File: src/rtl/cpu_pkg.sv
// Shared types and opcode constants for the byte-serial fetch/decode stage.
// Included by the decode core and the fetch/decode top.
package cpu_pkg;

   typedef enum logic [3:0] {
      OPT_NOP, OPT_HALT, OPT_LOAD, OPT_STORE,
      OPT_ADD, OPT_SUB, OPT_AND, OPT_OR,
      OPT_XOR, OPT_NOT, OPT_BRANCH, OPT_IF,
      OPT_OUTLO, OPT_ILLEGAL
   } op_t;

   typedef enum logic [1:0] {
      SRC_NONE, SRC_IMM, SRC_RAM, SRC_IND
   } src_t;

   typedef enum logic [1:0] {
      C_Z, C_NZ, C_ELSE, C_NELSE
   } cond_t;

   typedef enum logic [1:0] {
      S_OP, S_ARG, S_DATA, S_OUT
   } state_t;

   localparam logic [7:0] OP_NOP   = 8'h00;
   localparam logic [7:0] OP_HALT  = 8'h01;
   localparam logic [7:0] OP_NOT   = 8'h07;
   localparam logic [7:0] OP_OUTLO = 8'h08;
   localparam logic [7:0] OP_LDIND = 8'h44;

   localparam logic [4:0] G_LOAD   = 5'b10000;
   localparam logic [4:0] G_ADD    = 5'b10001;
   localparam logic [4:0] G_STORE  = 5'b10010;
   localparam logic [4:0] G_SUB    = 5'b10011;
   localparam logic [4:0] G_AND    = 5'b10100;
   localparam logic [4:0] G_OR     = 5'b10101;
   localparam logic [4:0] G_XOR    = 5'b10110;
   localparam logic [4:0] G_BRANCH = 5'b11000;
   localparam logic [4:0] G_IF     = 5'b11110;

   // ALU-group opcodes with data sources 2/3 carry a third byte
   function automatic logic needs_data(input logic [7:0] op);
      return (op[7:6] == 2'b10) && (op[2:1] == 2'b01);
   endfunction

endpackage

File: src/rtl/decode_core.sv
// Combinational decoder: (opcode, arg, data) bytes to decoded fields.
// Field meaning is independent of how the bytes were collected.
module decode_core
   import cpu_pkg::*;
#(
   parameter int DATA_W   = 16,
   parameter int BRANCH_W = 11
) (
   input  logic [7:0]        opc_i,
   input  logic [7:0]        arg_i,
   input  logic [7:0]        data_i,
   output op_t               op_o,
   output src_t              src_o,
   output cond_t             cond_o,
   output logic              use_acc_o,
   output logic [DATA_W-1:0] rhs_o,
   output logic [1:0]        len_o
);

   logic [10:0]       ifc;
   logic [DATA_W-1:0] srhs;
   src_t              ssrc;

   assign ifc = {opc_i[2:0], arg_i};

   always_comb begin
      ssrc = SRC_IMM;
      srhs = DATA_W'(arg_i);
      unique case (opc_i[2:0])
         3'd0: ;
         3'd1: srhs = DATA_W'(arg_i) << (DATA_W - 8);
         3'd2: srhs = DATA_W'(data_i);
         3'd3: srhs = DATA_W'(data_i) << (DATA_W - 8);
         3'd4: ssrc = SRC_RAM;
         3'd5: ssrc = SRC_IND;
         default: begin
            ssrc = SRC_NONE;
            srhs = '0;
         end
      endcase
   end

   always_comb begin
      op_o      = OPT_ILLEGAL;
      src_o     = SRC_NONE;
      cond_o    = C_Z;
      use_acc_o = 1'b0;
      rhs_o     = '0;
      len_o     = !opc_i[7] ? 2'd1 :
                  needs_data(opc_i) ? 2'd3 : 2'd2;
      if (!opc_i[7]) begin
         case (opc_i)
            OP_NOP:   op_o = OPT_NOP;
            OP_HALT:  op_o = OPT_HALT;
            OP_NOT:   op_o = OPT_NOT;
            OP_OUTLO: op_o = OPT_OUTLO;
            OP_LDIND: begin
               op_o      = OPT_LOAD;
               src_o     = SRC_RAM;
               use_acc_o = 1'b1;
            end
            default: ;
         endcase
      end else begin
         case (opc_i[7:3])
            G_LOAD:  op_o = OPT_LOAD;
            G_ADD:   op_o = OPT_ADD;
            G_STORE: op_o = OPT_STORE;
            G_SUB:   op_o = OPT_SUB;
            G_AND:   op_o = OPT_AND;
            G_OR:    op_o = OPT_OR;
            G_XOR:   op_o = OPT_XOR;
            G_BRANCH: begin
               op_o  = OPT_BRANCH;
               rhs_o = DATA_W'(signed'({opc_i[BRANCH_W-9:0], arg_i}));
            end
            G_IF: begin
               op_o = OPT_IF;
               case (ifc)
                  11'h000: cond_o = C_Z;
                  11'h001: cond_o = C_NZ;
                  11'h010: cond_o = C_ELSE;
                  11'h011: cond_o = C_NELSE;
                  default: op_o   = OPT_ILLEGAL;
               endcase
            end
            default: ;
         endcase
         if (!opc_i[6] && op_o != OPT_ILLEGAL) begin
            src_o = ssrc;
            rhs_o = srhs;
         end
      end
   end

endmodule

File: src/rtl/fetch_decode_unit.sv
// Byte-serial fetch/assemble/decode stage with PC tracking and flush.
// Output register holds one decoded instruction until execute accepts it.
module fetch_decode_unit
   import cpu_pkg::*;
#(
   parameter int DATA_W   = 16,
   parameter int ADDR_W   = 16,
   parameter int BRANCH_W = 11
) (
   input  logic              clk,
   input  logic              rst_n,
   input  logic              flush,
   input  logic [ADDR_W-1:0] flush_pc,
   input  logic              in_valid,
   input  logic [7:0]        in_data,
   output logic              in_ready,
   output logic              dec_valid,
   input  logic              dec_ready,
   output op_t               dec_op,
   output src_t              dec_src,
   output cond_t             dec_cond,
   output logic              dec_use_acc,
   output logic [DATA_W-1:0] dec_rhs,
   output logic [1:0]        dec_len,
   output logic [ADDR_W-1:0] dec_pc,
   output logic [ADDR_W-1:0] pc
);

   state_t            state_q, state_d;
   logic [7:0]        op_q, arg_q;
   logic [ADDR_W-1:0] pc_q, ipc_q;
   logic              take, op_phase, fin;
   logic [7:0]        cop, carg;

   op_t               d_op;
   src_t              d_src;
   cond_t             d_cond;
   logic              d_acc;
   logic [DATA_W-1:0] d_rhs;
   logic [1:0]        d_len;

   assign in_ready = !flush && (state_q != S_OUT || dec_ready);
   assign take     = in_valid && in_ready;
   assign op_phase = (state_q == S_OP) || (state_q == S_OUT);
   assign cop      = op_phase ? in_data : op_q;
   assign carg     = (state_q == S_ARG) ? in_data : arg_q;
   assign pc       = pc_q;

   // Last byte of an instruction: decode result is registered this edge
   assign fin = take && ((op_phase && !in_data[7]) ||
                         (state_q == S_ARG && !needs_data(op_q)) ||
                         (state_q == S_DATA));

   decode_core #(
      .DATA_W   (DATA_W),
      .BRANCH_W (BRANCH_W)
   ) u_dec (
      .opc_i     (cop),
      .arg_i     (carg),
      .data_i    (in_data),
      .op_o      (d_op),
      .src_o     (d_src),
      .cond_o    (d_cond),
      .use_acc_o (d_acc),
      .rhs_o     (d_rhs),
      .len_o     (d_len)
   );

   always_comb begin
      state_d = state_q;
      unique case (state_q)
         S_OP:   if (take) state_d = in_data[7] ? S_ARG : S_OUT;
         S_ARG:  if (take) state_d = needs_data(op_q) ? S_DATA : S_OUT;
         S_DATA: if (take) state_d = S_OUT;
         S_OUT: begin
            if (take)           state_d = in_data[7] ? S_ARG : S_OUT;
            else if (dec_ready) state_d = S_OP;
         end
         default: state_d = S_OP;
      endcase
   end

   always_ff @(posedge clk or negedge rst_n) begin
      if (!rst_n) begin
         state_q     <= S_OP;
         op_q        <= '0;
         arg_q       <= '0;
         pc_q        <= '0;
         ipc_q       <= '0;
         dec_valid   <= 1'b0;
         dec_op      <= OPT_NOP;
         dec_src     <= SRC_NONE;
         dec_cond    <= C_Z;
         dec_use_acc <= 1'b0;
         dec_rhs     <= '0;
         dec_len     <= '0;
         dec_pc      <= '0;
      end else if (flush) begin
         state_q   <= S_OP;
         dec_valid <= 1'b0;
         pc_q      <= flush_pc;
      end else begin
         state_q <= state_d;
         if (take) pc_q <= pc_q + 1'b1;
         if (take && op_phase) begin
            op_q  <= in_data;
            ipc_q <= pc_q;
         end
         if (take && state_q == S_ARG) arg_q <= in_data;
         if (fin) begin
            dec_valid   <= 1'b1;
            dec_op      <= d_op;
            dec_src     <= d_src;
            dec_cond    <= d_cond;
            dec_use_acc <= d_acc;
            dec_rhs     <= d_rhs;
            dec_len     <= d_len;
            dec_pc      <= op_phase ? pc_q : ipc_q;
         end else if (dec_valid && dec_ready) begin
            dec_valid <= 1'b0;
         end
      end
   end

endmodule
File: config.mk
export PLATFORM = sky130hd
export DESIGN_NAME = fetch_decode_unit
export DESIGN_NICKNAME = d
export VERILOG_FILES = /design/src/rtl/cpu_pkg.sv /design/src/rtl/decode_core.sv /design/src/rtl/fetch_decode_unit.sv
export SDC_FILE = /design/constraint.sdc
export NUM_CORES = 1
export LEC_CHECK = 0
export ABC_CLOCK_PERIOD_IN_PS = 2710
export CAP_MARGIN = 15
export CORE_MARGIN = 2
export CORE_UTILIZATION = 53
export DETAILED_ROUTE_END_ITERATION = 8
export GPL_TIMING_DRIVEN = 1
export PLACE_DENSITY = 0.8
export SETUP_SLACK_MARGIN = 0.05
export SLEW_MARGIN = 20
export SYNTH_ARGS = -nofsm -noshare
export SYNTH_HDL_FRONTEND = slang
export SYNTH_SLANG_ARGS = --single-unit
File: constraint.sdc
create_clock -name clk -period 2.71 [get_ports clk]
set_input_delay 0.542 -clock clk [delete_from_list [all_inputs] [get_ports clk]]
set_output_delay 0.542 -clock clk [all_outputs]
set_load 0.05 [all_outputs]
### Sizing map, run 1

Scale bar: 20 microns.
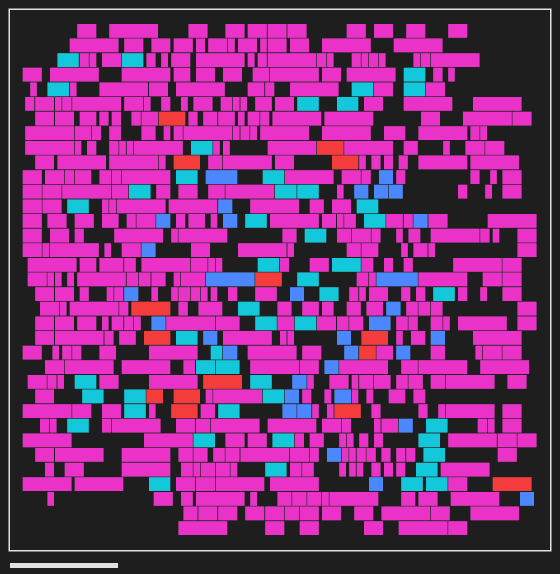
| color | size | cells |
|---|---|---|
| cyan | drive 2 | 49 |
| magenta | drive 1 or less | 483 |
| blue | drive 3 to 4 | 33 |
| red | drive 6 and up | 15 |

### The clock network, run 1

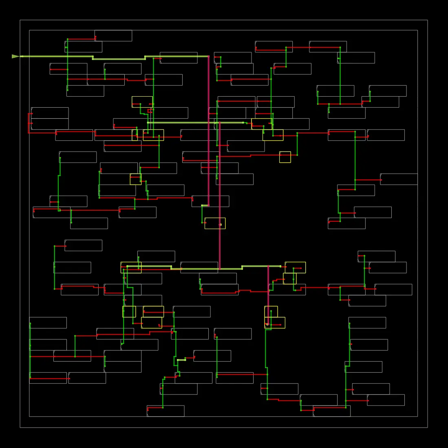
number of sinks on the clock net: 94
clock distribution power: 0.878 mW
source-to-sink clock delay at the later pin of the worst-skew pair: 0.36 ns

### Signal wires on met2, run 1

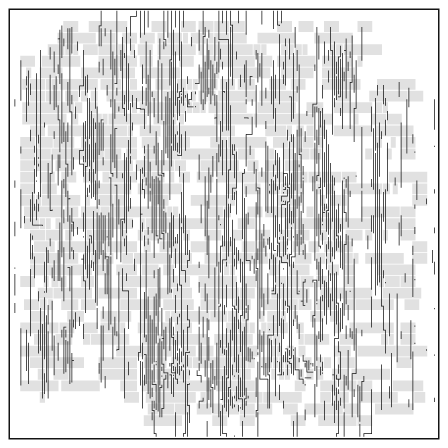
main direction: vertical
share of all routed wire: 48%

### Signal wires on met4, run 1

Scale bar: 20 microns.
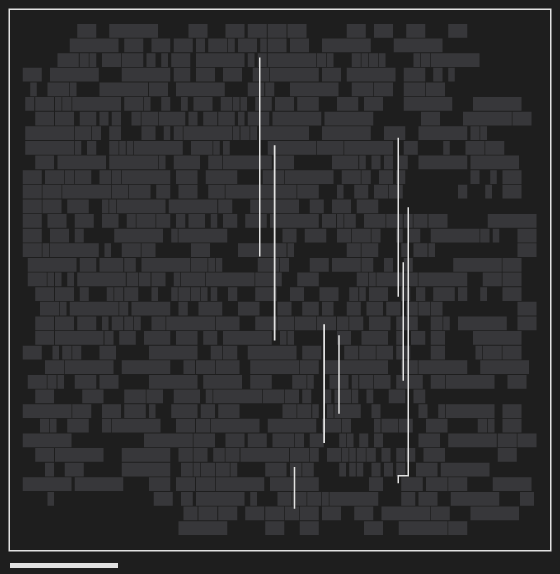
share of all routed wire: 1.7%
nets with wire on the layer: 7
wire length on this layer: 220 microns
longest straight run: 49.8 microns

==> tab_implementation.tex, run 1 <==
% Auto-generated results table
\begin{tabular}{lr}
\hline
Metric & Value \\
\hline
\multicolumn{2}{l}{\textbf{Status}} \\
\quad Result of the run & finished, final reports clean \\
\multicolumn{2}{l}{\textbf{Finish}} \\
\quad Antenna diode count & 0 \\
\quad Most frequent cells in the layout & 94 x dfrtp\_1, 87 x clkdlybuf4s50\_1, 68 x nand2\_1 \\
\quad Final instance area & 0.006252 sq mm \\
\quad Comb/total area & 0.3886 \\
\quad Layout Cells excl Fill & 691 \\
\quad Comb\_multi\_in & 348 \\
\quad Area Overhead vs Synth & 26.86\% \\
\quad Fraction of area in non-clock buffers & 0.1801 \\
\quad Fillers & 726 \\
\quad Area used by sequential logic in the layout & 0.002352 sq mm \\
\quad Share of the core filled with cells in the final layout & 0.6864 \\
\quad \# clk buffers & 11 \\
\quad Inverters & 6 \\
\quad Top logic cell by instance count in the layout & dfrtp\_1 \\
\multicolumn{2}{l}{\textbf{Clock network}} \\
\quad Clock Root Buffer & clkbuf\_8 \\
\quad Quantity of hold-fixing buffers added after cts & 0 \\
\quad Maximum level of the CTS H-tree & 3 \\
\quad Clock tree from TritonCTS & done \\
\quad Cts bufs inserted & 9 \\
\multicolumn{2}{l}{\textbf{Synthesis}} \\
\quad Area fraction in mux cells & 0.1559 \\
\quad Top comb family, area & multiplexers \\
\quad Register share after synthesis & 0.4773 \\
\quad Number of instances in the synthesized netlist & 478 \\
\quad EDFF count, synth & 0 \\
\quad Aoi share & 0.1541 \\
\quad Synth Warn \# & 0 \\
\quad Adder-Cell Fraction of Synth Area & 0.01269 \\
\quad Post-Syn Area per Cell & 10.31 sq um \\
\quad Netlist cell types & 56 \\
\quad Yosys Instances & 478 \\
\multicolumn{2}{l}{\textbf{Timing}} \\
\quad Max-slew violations & 0 \\
\quad Clock Skew & 0.01264 ns \\
\quad Period Utilization, post-route & 0.9133 \\
\quad Hold Vio Cnt, Final & 0 \\
\quad Setup TNS & 0 ns \\
\quad Setup ws final & 0.2350 ns \\
\quad Unrepaired setup endpoints after global routing & false \\
\quad Number of setup violations in the final report & 0 \\
\quad Hold slack & 0.1514 ns \\
\quad Fmax achieved & 404.0 MHz \\
\multicolumn{2}{l}{\textbf{Global route}} \\
\quad Pin count of the biggest net entering global routing & 56 \\
\quad Number of antenna violations at the first check in global routing & 0 \\
\quad Global-route met2 utilization & 0.4146 \\
\quad GR peak layer & met2 \\
\quad Number of global-route vias before repair & 4018 \\
\quad Global Route met3 Usage & 0.04457 \\
\quad Total gr overflow & 0 \\
\quad Total routing resource utilization after global routing & 0.2586 \\
\multicolumn{2}{l}{\textbf{Die}} \\
\quad Site Rows & 35 \\
\quad Initial core utilization & 0.5411 \\
\quad Placeable core region & 0.009109 sq mm \\
\quad Boundary Pins & 90 \\
\quad Chip Footprint & 0.01009 sq mm \\
\quad Horizontal extent of the die & 100.4 microns \\
\multicolumn{2}{l}{\textbf{Setup path}} \\
\quad Required arrival time at the worst endpoint & 2.99 ns \\
\quad Type of destination of the critical path & flop \\
\quad Count of buffer and inverter cells on the critical path & 1 \\
\quad Maximum net fanout on the critical path & 21 \\
\quad Start point of the critical path & state\_q[1] \\
\quad Kind of cell adding the most delay to the critical path & AND-OR/OR-AND gates \\
\quad Worst setup path end & dec\_rhs[1] \\
\quad Cell depth of the worst flop-to-flop path & 7 \\
\quad Critical register-to-register path startpoint & state\_q[1] \\
\quad Startpoint-to-endpoint class of the critical path & reg2reg \\
\quad Crit path largest cell delay & 0.44 ns \\
\quad Slack of the worst reg-to-reg path & 0.24 ns \\
\multicolumn{2}{l}{\textbf{Power and ir drop}} \\
\quad Static leakage & 2.615 nW \\
\quad Part of the power in registers & 0.307 \\
\quad P\_comb & 4.53 mW \\
\quad Part of the total power dissipated in combinational logic & 0.580 \\
\quad Dominant power group & combinational cells \\
\quad Total power after layout & 7.806 mW \\
\quad Power of the sequential group & 2.40 mW \\
\quad Switching part of the total power & 0.4675 \\
\quad Ratio of total power to cell area & 1248 mW/mm\^{}2 \\
\multicolumn{2}{l}{\textbf{Route}} \\
\quad DRT iter0 DRCs & 253 \\
\quad Met1 wire length & 5629 microns \\
\quad Routed WL per cell & 18.33 microns \\
\quad Via total after detailed routing & 4070 \\
\quad Detailed route wirelength on metal2 & 6048 microns \\
\quad Drt drc & 0 \\
\multicolumn{2}{l}{\textbf{Placement}} \\
\quad Instance area after placement & 0.006060 sq mm \\
\quad Detailed-placement wirelength estimate & 9248 microns \\
\quad Dpl ws & 0.05574 ns \\
\multicolumn{2}{l}{\textbf{Min path}} \\
\quad Worst min path class & in2async \\
\hline
\end{tabular}
--- run 2 (diff from run 1) ---
--- a/config.mk
+++ b/config.mk
@@ -7,6 +7,7 @@
 export LEC_CHECK = 0
 export ABC_CLOCK_PERIOD_IN_PS = 2710
 export CAP_MARGIN = 15
+export CORE_ASPECT_RATIO = 0.6
 export CORE_MARGIN = 2
 export CORE_UTILIZATION = 53
 export DETAILED_ROUTE_END_ITERATION = 8
### The clock network, run 2

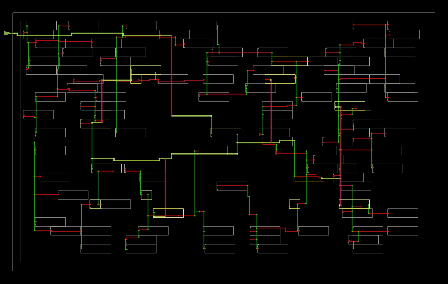
# clk buffers: 10
source-to-sink clock delay at the later pin of the worst-skew pair: 0.35 ns

==> tab_implementation.tex, run 2 <==
% Auto-generated results table
\begin{tabular}{lr}
\hline
Metric & Value \\
\hline
\multicolumn{2}{l}{\textbf{Finish}} \\
\quad Inverters & 6 (unchanged) \\
\quad Area Overhead vs Synth & 30.21\% \\
\quad Final clock-cell share & 0.04738 \\
\quad Most frequent cells in the layout & 94 x dfrtp\_1, 87 x clkdlybuf4s50\_1, 68 x nand2\_1 \\
\quad Top logic cell by instance count in the layout & dfrtp\_1 \\
\quad Layout Cells excl Fill & 701 (+1.4\%) \\
\quad Multi-input logic area & 0.002435 sq mm \\
\quad Area used by sequential logic in the layout & 0.002352 sq mm (unchanged) \\
\quad Non-clock buffer total of the final layout & 122 \\
\quad Fraction of area in non-clock buffers & 0.1805 (+0.0004340) \\
\quad Share of the core filled with cells in the final layout & 0.7062 (+0.01978) \\
\quad Antenna diode count & 0 (unchanged) \\
\quad Comb/total area & 0.3794 (-0.009221) \\
\quad Comb\_multi\_in & 348 (unchanged) \\
\quad Final instance area & 0.006417 sq mm (+2.6\%) \\
\quad Fillers & 652 (-10\%) \\
\multicolumn{2}{l}{\textbf{Clock network}} \\
\quad Clock Root Buffer & clkbuf\_16 \\
\quad Quantity of hold-fixing buffers added after cts & 0 (unchanged) \\
\quad Resized Gates After CTS & 0 \\
\quad Maximum level of the CTS H-tree & 3 (unchanged) \\
\quad Number of sinks on the clock net & 94 (unchanged) \\
\quad Cts bufs inserted & 9 (unchanged) \\
\quad Clock tree from TritonCTS & done \\
\multicolumn{2}{l}{\textbf{Setup path}} \\
\quad Slack of the worst reg-to-reg path & 0.17 ns (-0.07 ns) \\
\quad Type of origin of the critical path & flop \\
\quad Critical register-to-register path startpoint & state\_q[1] \\
\quad Reg-to-reg endpoint & dec\_rhs[4] \\
\quad Kind of cell adding the most delay to the critical path & adder cells \\
\quad Startpoint-to-endpoint class of the critical path & reg2reg \\
\quad Worst setup path end & dec\_rhs[4] \\
\quad Maximum net fanout on the critical path & 18 (-14\%) \\
\quad Cell depth of the worst flop-to-flop path & 9 (+2) \\
\quad Type of destination of the critical path & flop \\
\quad Count of buffer and inverter cells on the critical path & 3 (+2) \\
\quad Required arrival time at the worst endpoint & 2.93 ns (-0.06 ns) \\
\quad Cell with the largest stage delay on the worst path & ha\_2 \\
\quad Crit path largest cell delay & 0.57 ns (+0.13 ns) \\
\quad Start point of the critical path & state\_q[1] \\
\multicolumn{2}{l}{\textbf{Job}} \\
\quad OpenROAD warnings & 29 \\
\multicolumn{2}{l}{\textbf{Power and ir drop}} \\
\quad Clock distribution power & 1.30 mW (+48\%) \\
\quad P\_comb & 4.60 mW (+2\%) \\
\quad Dominant power group & combinational cells \\
\quad Part of the total power dissipated in combinational logic & 0.552 (-0.028) \\
\quad Ratio of total power to cell area & 1298 mW/mm\^{}2 (+4.0\%) \\
\quad Part of the power in registers & 0.291 (-0.016) \\
\quad Switching part of the total power & 0.4560 (-0.01141) \\
\quad Power of the sequential group & 2.43 mW (about the same) \\
\quad Static leakage & 2.700 nW (+3.3\%) \\
\quad Total power after layout & 8.328 mW (+6.7\%) \\
\multicolumn{2}{l}{\textbf{Synthesis}} \\
\quad Post-synthesis simple-gate area fraction & 0.1432 \\
\quad Synth Warn \# & 0 (unchanged) \\
\quad Adder-Cell Fraction of Synth Area & 0.01269 (unchanged) \\
\quad Async SR Flop Fraction & 1.000 \\
\quad Ranking of synthesized cells by instance count & 94 x dfrtp\_1, 68 x nand2\_1, 42 x o21ai\_0, 38 x mux2\_2, 34 x mux2i\_1 \\
\quad Synth area leader & dfrtp\_1 \\
\quad Netlist cell types & 56 (unchanged) \\
\quad Aoi share & 0.1541 (unchanged) \\
\quad Top comb family, area & multiplexers \\
\quad Main area contributors & dfrtp\_1 48\%, mux2\_2 8.7\%, mux2i\_1 6.9\%, nand2\_1 5.2\%, o21ai\_0 4.3\% \\
\quad Area fraction in mux cells & 0.1559 (unchanged) \\
\quad Yosys Instances & 478 (unchanged) \\
\quad Nets at Floorplan & 512 \\
\quad Post-Syn Area per Cell & 10.31 sq um (unchanged) \\
\quad Number of instances in the synthesized netlist & 478 (unchanged) \\
\quad Register share after synthesis & 0.4773 (unchanged) \\
\quad EDFF count, synth & 0 (unchanged) \\
\multicolumn{2}{l}{\textbf{Route}} \\
\quad Total met3 wirelength after detailed routing & 1079 microns \\
\quad Met1 wire length & 6635 microns (+18\%) \\
\quad Via total after detailed routing & 4112 (+1.0\%) \\
\quad Routed WL per cell & 19.08 microns (+4.1\%) \\
\quad DR vias/cell & 5.866 \\
\quad 1st-pass router iterations & 5 \\
\quad Detailed route wirelength on metal2 & 5456 microns (-9.8\%) \\
\quad Drt drc & 0 (unchanged) \\
\quad DRT iter0 DRCs & 263 (+4.0\%) \\
\multicolumn{2}{l}{\textbf{Die}} \\
\quad Placeable core region & 0.009087 sq mm (-0.23\%) \\
\quad Horizontal extent of the die & 128.5 microns (+28\%) \\
\quad Site Rows & 27 (-23\%) \\
\quad Initial core utilization & 0.5423 (+0.001266) \\
\quad Chip Footprint & 0.01011 sq mm (+0.25\%) \\
\quad Boundary Pins & 90 (unchanged) \\
\multicolumn{2}{l}{\textbf{Global route}} \\
\quad Total routing resource utilization after global routing & 0.2811 (+0.02253) \\
\quad Global-route met2 utilization & 0.3750 (-0.03956) \\
\quad Global Route met3 Usage & 0.09367 (+0.04910) \\
\quad Number of global-route vias before repair & 3966 (-1.3\%) \\
\quad Total gr overflow & 0 (unchanged) \\
\quad GR peak layer & met1 \\
\quad Number of antenna violations at the first check in global routing & 0 (unchanged) \\
\quad Pin count of the biggest net entering global routing & 44 (-21\%) \\
\multicolumn{2}{l}{\textbf{Timing}} \\
\quad Setup TNS & 0 ns (unchanged) \\
\quad Fmax achieved & 393.1 MHz (-2.7\%) \\
\quad Setup ws final & 0.1660 ns (-0.06900 ns) \\
\quad Minimum clock period & 2.544 ns \\
\quad Period Utilization, post-route & 0.9387 (+0.02546) \\
\quad Unrepaired setup endpoints after global routing & false \\
\quad Hold slack & 0.1996 ns (+0.04819 ns) \\
\quad Max-slew violations & 0 (unchanged) \\
\quad Number of setup violations in the final report & 0 (unchanged) \\
\quad Hold Vio Cnt, Final & 0 (unchanged) \\
\quad Clock Skew & 0.005373 ns (-0.007271 ns) \\
\multicolumn{2}{l}{\textbf{Placement}} \\
\quad Detailed-placement wirelength estimate & 10090 microns (+9.1\%) \\
\quad Dpl ws & 0.08366 ns (+0.02792 ns) \\
\quad Instance area after placement & 0.006098 sq mm (+0.64\%) \\
\multicolumn{2}{l}{\textbf{Status}} \\
\quad Result of the run & finished, final reports clean \\
\multicolumn{2}{l}{\textbf{Min path}} \\
\quad Worst min path class & in2async \\
\hline
\end{tabular}
### Sizing map, run 2

Scale bar: 50 microns.
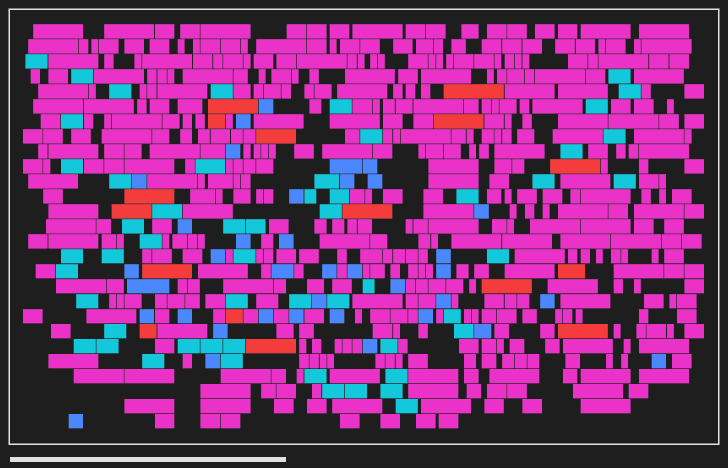
| color | size | cells |
|---|---|---|
| magenta | drive 1 or less | 478 |
| blue | drive 3 to 4 | 37 |
| cyan | drive 2 | 54 |
| red | drive 6 and up | 16 |

--- run 3 (diff from run 2) ---
--- a/config.mk
+++ b/config.mk
@@ -11,10 +11,10 @@
 export CORE_MARGIN = 2
 export CORE_UTILIZATION = 53
 export DETAILED_ROUTE_END_ITERATION = 8
+export GPL_ROUTABILITY_DRIVEN = 0
 export GPL_TIMING_DRIVEN = 1
 export PLACE_DENSITY = 0.8
 export SETUP_SLACK_MARGIN = 0.05
-export SLEW_MARGIN = 20
 export SYNTH_ARGS = -nofsm -noshare
 export SYNTH_HDL_FRONTEND = slang
 export SYNTH_SLANG_ARGS = --single-unit
### Sizing map, run 3

Scale bar: 50 microns.
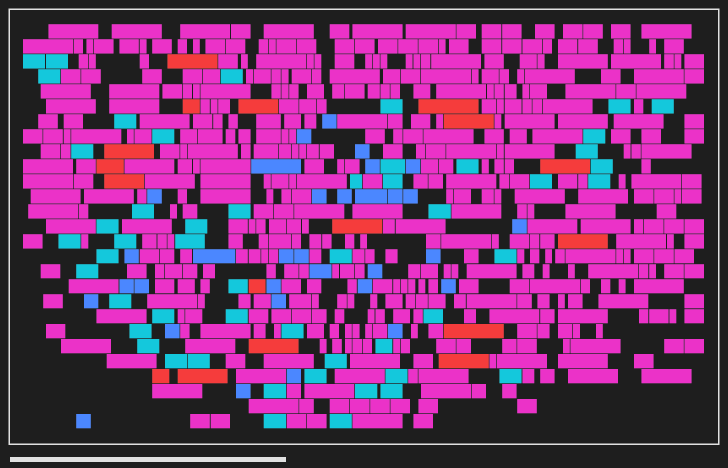
| color | size | cells |
|---|---|---|
| red | drive 6 and up | 17 |
| cyan | drive 2 | 51 |
| blue | drive 3 to 4 | 32 |
| magenta | drive 1 or less | 481 |

==> tab_implementation.tex, run 3 <==
% Auto-generated results table
\begin{tabular}{lr}
\hline
Metric & Value \\
\hline
\multicolumn{2}{l}{\textbf{Timing}} \\
\quad Clock Skew & 0.008161 ns (+0.002788 ns) \\
\quad Hold Vio Cnt, Final & 0 (unchanged) \\
\quad Unrepaired setup endpoints after global routing & false \\
\quad Fmax achieved & 406.5 MHz (+3.4\%) \\
\quad Period Utilization, post-route & 0.9077 (-0.03104) \\
\quad Minimum clock period & 2.460 ns (-0.08411 ns) \\
\quad Setup ws final & 0.2501 ns (+0.08411 ns) \\
\quad Max-slew violations & 0 (unchanged) \\
\multicolumn{2}{l}{\textbf{Finish}} \\
\quad Share of the core filled with cells in the final layout & 0.7052 (-0.0009640) \\
\quad Layout Cells excl Fill & 697 (-0.57\%) \\
\quad Non-clock buffer total of the final layout & 117 (-4.1\%) \\
\quad Most frequent cells in the layout & 94 x dfrtp\_1, 87 x clkdlybuf4s50\_1, 68 x nand2\_1 \\
\quad Top logic cell by instance count in the layout & dfrtp\_1 \\
\quad \# clk buffers & 11 (+1) \\
\quad Comb/total area & 0.3805 (+0.001103) \\
\quad Area used by sequential logic in the layout & 0.002352 sq mm (unchanged) \\
\quad Final instance area & 0.006409 sq mm (-0.14\%) \\
\quad Multi-input logic area & 0.002439 sq mm (+0.15\%) \\
\quad Area Overhead vs Synth & 30.03\% \\
\quad Inverters & 6 (unchanged) \\
\quad Final clock-cell share & 0.05135 (+0.003969) \\
\quad Fillers & 643 (-1.4\%) \\
\quad Comb\_multi\_in & 348 (unchanged) \\
\multicolumn{2}{l}{\textbf{Setup path}} \\
\quad Type of destination of the critical path & flop \\
\quad Cell depth of the worst flop-to-flop path & 10 (+1) \\
\quad Count of buffer and inverter cells on the critical path & 4 (+1) \\
\quad Cell with the largest stage delay on the worst path & ha\_4 \\
\quad Maximum net fanout on the critical path & 23 (+5) \\
\quad Reg-to-reg endpoint & dec\_rhs[7] \\
\quad Worst setup path end & dec\_rhs[7] \\
\quad Slack of the worst reg-to-reg path & 0.25 ns (+0.08 ns) \\
\quad Type of origin of the critical path & flop \\
\quad Start point of the critical path & state\_q[1] \\
\quad Kind of cell adding the most delay to the critical path & buffers and inverters \\
\quad Critical register-to-register path startpoint & state\_q[1] \\
\multicolumn{2}{l}{\textbf{Synthesis}} \\
\quad Main area contributors & dfrtp\_1 48\%, mux2\_2 8.7\%, mux2i\_1 6.9\%, nand2\_1 5.2\%, o21ai\_0 4.3\% \\
\quad EDFF count, synth & 0 (unchanged) \\
\quad Nets at Floorplan & 512 (unchanged) \\
\quad Adder-Cell Fraction of Synth Area & 0.01269 (unchanged) \\
\quad Post-Synthesis Cell Area & 0.004928 sq mm \\
\quad Synth area leader & dfrtp\_1 \\
\quad Post-Syn Area per Cell & 10.31 sq um (unchanged) \\
\quad Number of instances in the synthesized netlist & 478 (unchanged) \\
\quad Register share after synthesis & 0.4773 (unchanged) \\
\quad Aoi share & 0.1541 (unchanged) \\
\quad Netlist cell types & 56 (unchanged) \\
\quad Async SR Flop Fraction & 1.000 (unchanged) \\
\quad Synth Warn \# & 0 (unchanged) \\
\quad Post-synthesis simple-gate area fraction & 0.1432 (unchanged) \\
\multicolumn{2}{l}{\textbf{Clock network}} \\
\quad Longest Clk Path Bufs & 2 \\
\quad Number of sinks on the clock net & 94 (unchanged) \\
\quad Clock tree from TritonCTS & done \\
\quad Quantity of hold-fixing buffers added after cts & 0 (unchanged) \\
\quad Maximum level of the CTS H-tree & 3 (unchanged) \\
\quad Resized Gates After CTS & 2 (+2) \\
\quad Cts bufs inserted & 9 (unchanged) \\
\quad Source-to-sink clock delay at the later pin of the worst-skew pair & 0.35 ns (about the same) \\
\quad Clock Root Buffer & clkbuf\_16 \\
\multicolumn{2}{l}{\textbf{Global route}} \\
\quad Number of global-route vias before repair & 4094 (+3.2\%) \\
\quad Total routing resource utilization after global routing & 0.2869 (+0.005809) \\
\quad Number of antenna violations at the first check in global routing & 0 (unchanged) \\
\quad Total gr overflow & 0 (unchanged) \\
\quad GR peak layer & met2 \\
\quad Global Route met3 Usage & 0.07075 (-0.02291) \\
\quad Pin count of the biggest net entering global routing & 60 (+36\%) \\
\multicolumn{2}{l}{\textbf{Power and ir drop}} \\
\quad Dominant power group & combinational cells \\
\quad Part of the total power dissipated in combinational logic & 0.543 (-0.009) \\
\quad Total power after layout & 8.411 mW (+0.99\%) \\
\quad Part of the power in registers & 0.289 (-0.002) \\
\quad Ratio of total power to cell area & 1312 mW/mm\^{}2 (+1.1\%) \\
\quad Clock distribution power & 1.41 mW (+8\%) \\
\quad Power of the sequential group & 2.43 mW (about the same) \\
\quad Worst VDD drop & 704.4 uV \\
\multicolumn{2}{l}{\textbf{Placement}} \\
\quad Detailed-placement wirelength estimate & 9992 microns (-1.0\%) \\
\quad Dpl ws & 0.03620 ns (-0.04746 ns) \\
\quad Instance area after placement & 0.006061 sq mm (-0.62\%) \\
\multicolumn{2}{l}{\textbf{Route}} \\
\quad Via total after detailed routing & 4318 (+5.0\%) \\
\quad Detailed route wirelength on metal2 & 6100 microns (+12\%) \\
\quad 1st-pass router iterations & 7 (+2) \\
\quad Met1 wire length & 6458 microns (-2.7\%) \\
\quad DR vias/cell & 6.195 (+5.6\%) \\
\quad Routed WL per cell & 19.84 microns (+4.0\%) \\
\quad Total met3 wirelength after detailed routing & 1071 microns (-0.74\%) \\
\quad Drt drc & 0 (unchanged) \\
\multicolumn{2}{l}{\textbf{Die}} \\
\quad Chip Footprint & 0.01011 sq mm (unchanged) \\
\quad Boundary Pins & 90 (unchanged) \\
\quad Initial core utilization & 0.5423 (unchanged) \\
\quad Placeable core region & 0.009087 sq mm (unchanged) \\
\quad Site Rows & 27 (unchanged) \\
\quad Horizontal extent of the die & 128.5 microns (unchanged) \\
\multicolumn{2}{l}{\textbf{Min path}} \\
\quad Worst min path class & in2async \\
\multicolumn{2}{l}{\textbf{Status}} \\
\quad Result of the run & finished, final reports clean \\
\multicolumn{2}{l}{\textbf{Job}} \\
\quad OpenROAD warnings & 29 (unchanged) \\
\hline
\end{tabular}
### Wiring by layer, run 3

Only two layers are drawn.
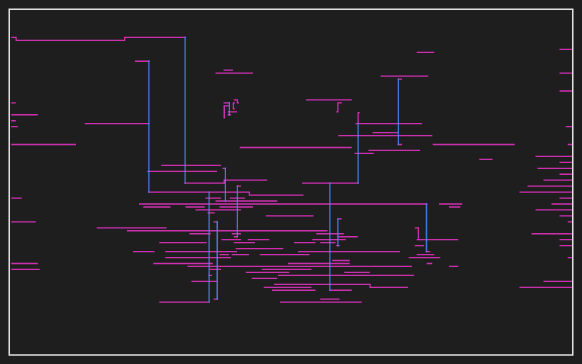
| color | layer | wire length |
|---|---|---|
| magenta | met3 | 1070 microns |
| blue | met4 | 198 microns |

No activity file was given, so power comes from the tool's default toggle rates.
